Fig. 1: cells coloured by class
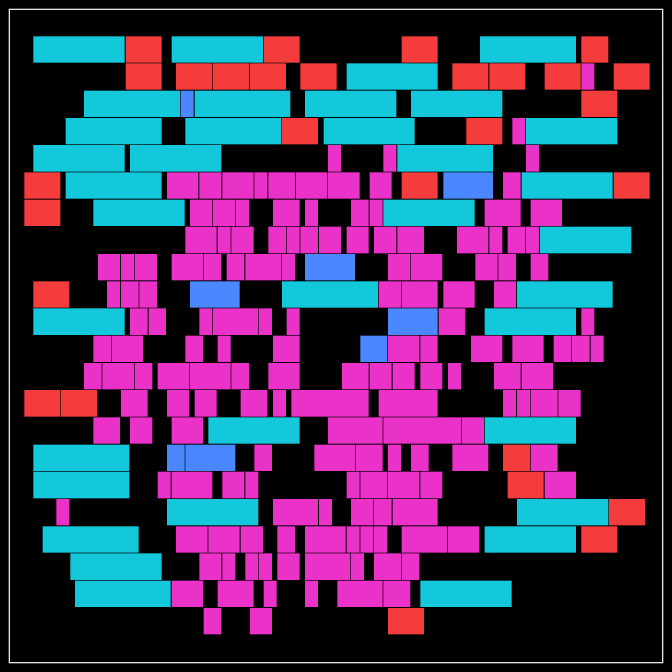
Fig. 2: selected gate families
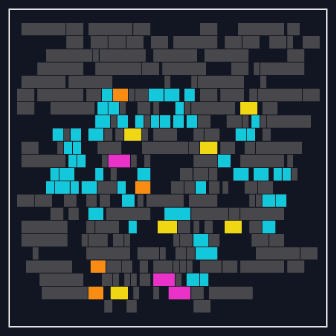
Fig. 3: where the registers sit
Other sequential cells in the stronger grey, the rest of the logic in the fainter grey.
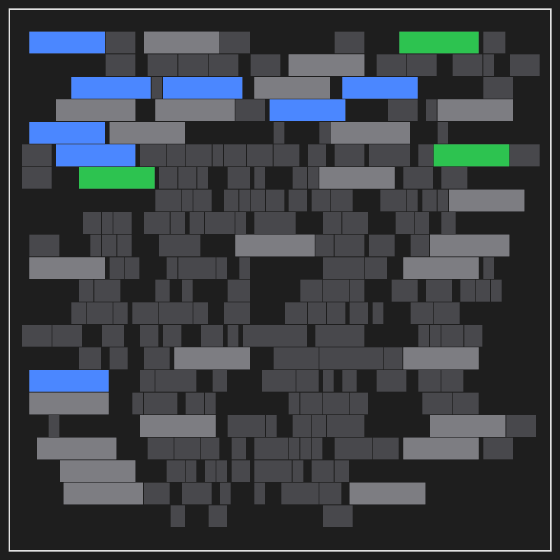
### src/rtl/traffic_pkg.sv
// Shared types and constants for the traffic light controller.
package traffic_pkg;

  typedef enum logic [2:0] {
    NS_GREEN,
    NS_YELLOW,
    EW_GREEN,
    EW_YELLOW,
    NIGHT
  } state_t;

  // Lamp vectors are {red, yellow, green}, active-high.
  localparam logic [2:0] LAMP_RED    = 3'b100;
  localparam logic [2:0] LAMP_YELLOW = 3'b010;
  localparam logic [2:0] LAMP_GREEN  = 3'b001;
  localparam logic [2:0] LAMP_OFF    = 3'b000;

  localparam int unsigned MAX_COUNT = 30;

endpackage

### src/rtl/traffic_ctrl_if.sv
// Control inputs and display/lamp outputs of the traffic light controller.
interface traffic_ctrl_if;
  logic       run;
  logic       night;
  logic [7:0] data;
  logic [7:0] data2;
  logic       enable;
  logic [2:0] light_ns;
  logic [2:0] light_ew;

  modport master (
    output run, night,
    input  data, data2, enable, light_ns, light_ew
  );

  modport slave (
    input  run, night,
    output data, data2, enable, light_ns, light_ew
  );
endinterface

### src/rtl/traffic_ctrl_phase_timer.sv
// Loadable 8-bit down-counter; exposes its next value so callers can register
// decoded outputs in the same edge as the count update.
module phase_timer #(
  parameter logic [7:0] INIT = 8'd1
) (
  input  logic       clk,
  input  logic       rst_n,
  input  logic       load,
  input  logic [7:0] load_val,
  input  logic       hold,
  output logic [7:0] count,
  output logic [7:0] count_next,
  output logic       last
);

  always_comb begin
    count_next = count;
    if (load)       count_next = load_val;
    else if (!hold) count_next = count - 8'd1;
  end

  always_ff @(posedge clk or posedge rst_n) begin
    if (rst_n) count <= INIT;
    else       count <= count_next;
  end

  assign last = (count == 8'd1);

endmodule

### src/rtl/traffic_ctrl.sv
// Two-way traffic light FSM with countdown displays and night flash mode.
module traffic_ctrl
  import traffic_pkg::*;
#(
  parameter int unsigned GREEN_T  = 25,
  parameter int unsigned YELLOW_T = 5
) (
  input logic           clk_divide,
  input logic           rst_n,
  traffic_ctrl_if.slave bus
);

  if (GREEN_T < 1 || GREEN_T > 29 || YELLOW_T < 1 || YELLOW_T > 29 ||
      GREEN_T + YELLOW_T > MAX_COUNT) begin : g_bad_params
    $error("traffic_ctrl: illegal GREEN_T/YELLOW_T");
  end

  localparam logic [7:0] G8 = 8'(GREEN_T);
  localparam logic [7:0] Y8 = 8'(YELLOW_T);

  state_t     state, state_next;
  logic       flash, flash_next;
  logic       load, hold, last;
  logic [7:0] load_val, cnt, cnt_next;
  logic [7:0] data_next, data2_next;
  logic       enable_next;
  logic [2:0] ns_next, ew_next;

  phase_timer #(.INIT(G8)) u_timer (
    .clk        (clk_divide),
    .rst_n      (rst_n),
    .load       (load),
    .load_val   (load_val),
    .hold       (hold),
    .count      (cnt),
    .count_next (cnt_next),
    .last       (last)
  );

  always_comb begin
    state_next = state;
    flash_next = 1'b0;
    load       = 1'b0;
    load_val   = G8;
    hold       = 1'b1;
    if (bus.night) begin
      state_next = NIGHT;
      flash_next = (state == NIGHT) ? ~flash : 1'b1;
    end else if (state == NIGHT) begin
      state_next = NS_GREEN;
      load       = 1'b1;
    end else if (bus.run) begin
      if (last) begin
        load = 1'b1;
        unique case (state)
          NS_GREEN:  begin state_next = NS_YELLOW; load_val = Y8; end
          NS_YELLOW: state_next = EW_GREEN;
          EW_GREEN:  begin state_next = EW_YELLOW; load_val = Y8; end
          default:   state_next = NS_GREEN;
        endcase
      end else begin
        hold = 1'b0;
      end
    end
  end

  // Outputs are decoded from next state/count so they register on the same edge.
  always_comb begin
    data_next   = cnt_next;
    data2_next  = cnt_next;
    enable_next = 1'b1;
    ns_next     = LAMP_RED;
    ew_next     = LAMP_RED;
    unique case (state_next)
      NS_GREEN:  begin ns_next = LAMP_GREEN;  data2_next = cnt_next + Y8; end
      NS_YELLOW: ns_next = LAMP_YELLOW;
      EW_GREEN:  begin ew_next = LAMP_GREEN;  data_next = cnt_next + Y8; end
      EW_YELLOW: ew_next = LAMP_YELLOW;
      default: begin
        data_next   = '0;
        data2_next  = '0;
        enable_next = 1'b0;
        ns_next     = flash_next ? LAMP_YELLOW : LAMP_OFF;
        ew_next     = flash_next ? LAMP_YELLOW : LAMP_OFF;
      end
    endcase
  end

  always_ff @(posedge clk_divide or posedge rst_n) begin
    if (rst_n) begin
      state        <= NS_GREEN;
      flash        <= 1'b0;
      bus.data     <= G8;
      bus.data2    <= G8 + Y8;
      bus.enable   <= 1'b1;
      bus.light_ns <= LAMP_GREEN;
      bus.light_ew <= LAMP_RED;
    end else begin
      state        <= state_next;
      flash        <= flash_next;
      bus.data     <= data_next;
      bus.data2    <= data2_next;
      bus.enable   <= enable_next;
      bus.light_ns <= ns_next;
      bus.light_ew <= ew_next;
    end
  end

endmodule

### src/flat_wrapper.sv
// flat-port wrapper written by rule: the top's interface ports become plain ports
module traffic_ctrl_flat import traffic_pkg::*;
#(
  parameter int unsigned GREEN_T  = 25,
  parameter int unsigned YELLOW_T = 5
)
  (clk_divide, rst_n, bus_run, bus_night, bus_data, bus_data2, bus_enable, bus_light_ns, bus_light_ew);
  traffic_ctrl_if bus_i ();
  input logic clk_divide;
  input logic rst_n;
  input wire logic [$bits(bus_i.run)-1:0] bus_run;
  input wire logic [$bits(bus_i.night)-1:0] bus_night;
  output wire logic [$bits(bus_i.data)-1:0] bus_data;
  output wire logic [$bits(bus_i.data2)-1:0] bus_data2;
  output wire logic [$bits(bus_i.enable)-1:0] bus_enable;
  output wire logic [$bits(bus_i.light_ns)-1:0] bus_light_ns;
  output wire logic [$bits(bus_i.light_ew)-1:0] bus_light_ew;
  assign bus_i.run = bus_run;
  assign bus_i.night = bus_night;
  assign bus_data = bus_i.data;
  assign bus_data2 = bus_i.data2;
  assign bus_enable = bus_i.enable;
  assign bus_light_ns = bus_i.light_ns;
  assign bus_light_ew = bus_i.light_ew;
  traffic_ctrl #(.GREEN_T(GREEN_T), .YELLOW_T(YELLOW_T)) u_core (.clk_divide(clk_divide), .rst_n(rst_n), .bus(bus_i));
endmodule
### config.mk
export PLATFORM = sky130hd
export DESIGN_NAME = traffic_ctrl_flat
export DESIGN_NICKNAME = d
export VERILOG_FILES = /design/src/rtl/traffic_pkg.sv /design/src/rtl/traffic_ctrl_if.sv /design/src/rtl/traffic_ctrl_phase_timer.sv /design/src/rtl/traffic_ctrl.sv /design/src/flat_wrapper.sv
export SDC_FILE = /design/constraint.sdc
export NUM_CORES = 1
export LEC_CHECK = 0
export CAP_MARGIN = 30
export CORE_UTILIZATION = 50
export DETAILED_ROUTE_END_ITERATION = 8
export PLACE_DENSITY_LB_ADDON = 0.1
export SYNTH_ARGS = -nofsm -noshare
export SYNTH_HDL_FRONTEND = slang
export SYNTH_SLANG_ARGS = --single-unit
### constraint.sdc
create_clock -name clk_divide -period 4.3 [get_ports clk_divide]
set_input_delay 0.86 -clock clk_divide [delete_from_list [all_inputs] [get_ports clk_divide]]
set_output_delay 0.86 -clock clk_divide [all_outputs]
set_load 0.005 [all_outputs]
==> reports/results.env <==
SLEW-LIMIT-HEADROOM_PCT=43.48
SYNTHESIS.YOSYS.WARNINGS=0
FIN_SETUP_TNS_NS=0
GRT_MAX_DEGREE=36
POWER_DENSITY_nW_PER_UM2=318.0
DP_HPWL_UM=3442
CLOCK_AREA_SHARE_PCT=3.596
HOLD_VIO_CNT_FINAL=0
VERT_DIE_DIM_UM=65.14
VIAS_PER_CELL=6.167
TOP_AREA_CELL='dfrtp_1'
YOSYS.STAT.SEQSHARE_PCT=44.76
ENABLE_FLOP_CELLS=0
PERIOD_NEEDED_NS=3.236
WORST_HOLD_PATH_TYPE='reg2reg'
DIE-WIDTH_UM=65.14
CELLINTERNALPOWER_mW=0.5388
SYN-NUM-NETS=209
SHARE_CLK_OF_TOTAL_POWER_PCT=30.4
NETLIST_AREA_SQ_UM=1993
OUTCOME='completed'
LEAKAGEPOWER_nW=0.9581
About Fig. 1:
[registers] cyan | cells: 35 | share of their area: 39%
[clock drivers and dummy loads] blue | cells: 8 | share of their area: 3.7%
[remaining buffers and delay cells] red | cells: 28 | share of their area: 12%
[remaining logic cells] magenta | cells: 157 | share of their area: 46%
area of the core: 3744 sq um
sequential share of cell area: 37.70%
std cell rows: 22

About Fig. 2:
[xor and xnor cells] orange | cells: 4
[aoi and oai cells] cyan | cells: 50
[mux cells] yellow | cells: 6
[fa/ha/maj cells] magenta | cells: 3
leading cell type in the layout, fill and taps excluded: clkdlybuf4s50_1
Finished Layout Cells: 276
fraction of area in multi-input gates: 42.31%

About Fig. 3:
[u_core.bus.data2] blue | sequential cells: 8
[u_core.bus.light_ew] green | sequential cells: 3
not coloured: 24
Reg area: 892.1 sq um
Core Util, Final: 63.20%
flip-flop and latch power: 0.373 mW

flip-flops by register name, summed over array words and instances, names as in the netlist:
signal	cells
u_core.bus.data	8
u_core.bus.data2	8
u_core.bus.enable	1
u_core.bus.light_ew	3
u_core.bus.light_ns	3
u_core.flash	1
u_core.state	3
u_core.u_timer.count	8
through the flow:
stage | cells | util (%) | area, sq um | total power, mW
2_1_floorplan | 202 | - | 1993 | 0.4713
3_3_place_gp | 268 | 60.93 | 2281 | 0.5248
3_5_place_dp | 268 | 60.93 | 2281 | 0.5282
4_1_cts | 276 | 63.20 | 2366 | 0.7563
5_1_grt | 276 | 63.20 | 2366 | 0.7918
6_report | 276 | 63.20 | 2366 | 0.7524
final timing paths:
| kind | startpoint | to | slack [ns] | depth (start not counted) |
|---|---|---|---|---|
| setup / recovery | bus_run | u_core.bus.data2[6] | 1.06 | 9 |
| hold / removal | u_core.flash | u_core.flash | 0.53 | 1 |
| setup reg to reg | u_core.u_timer.count[0] | u_core.bus.data2[6] | 1.14 | 9 |
| hold reg to reg | u_core.flash | u_core.flash | 0.53 | 1 |
| max in group asynchronous | rst_n | u_core.bus.data2[3] | 2.99 | 3 |
| min in group asynchronous | rst_n | u_core.state[2] | 0.97 | 3 |
per-layer routing:
metal  vias up  global-route usage [%]  part of all wire (%)
li1        806                       -                     -
met1       835                   32.35                    43
met2        52                   39.84                    50
met3         9                   4.340                   4.6
met4         0                   11.14                   2.0
met5         -                       0                     0
power groups by stage:
stage / Sequential [mW] / Combinational [mW] / Clock [mW]
floorplan: 0.375 / 0.0959 / 0
global placement: 0.378 / 0.147 / 0
detailed placement: 0.379 / 0.149 / 0
CTS: 0.373 / 0.151 / 0.232
global route: 0.377 / 0.167 / 0.249
finish: 0.373 / 0.151 / 0.229
Power and IR drop assume default switching activity.
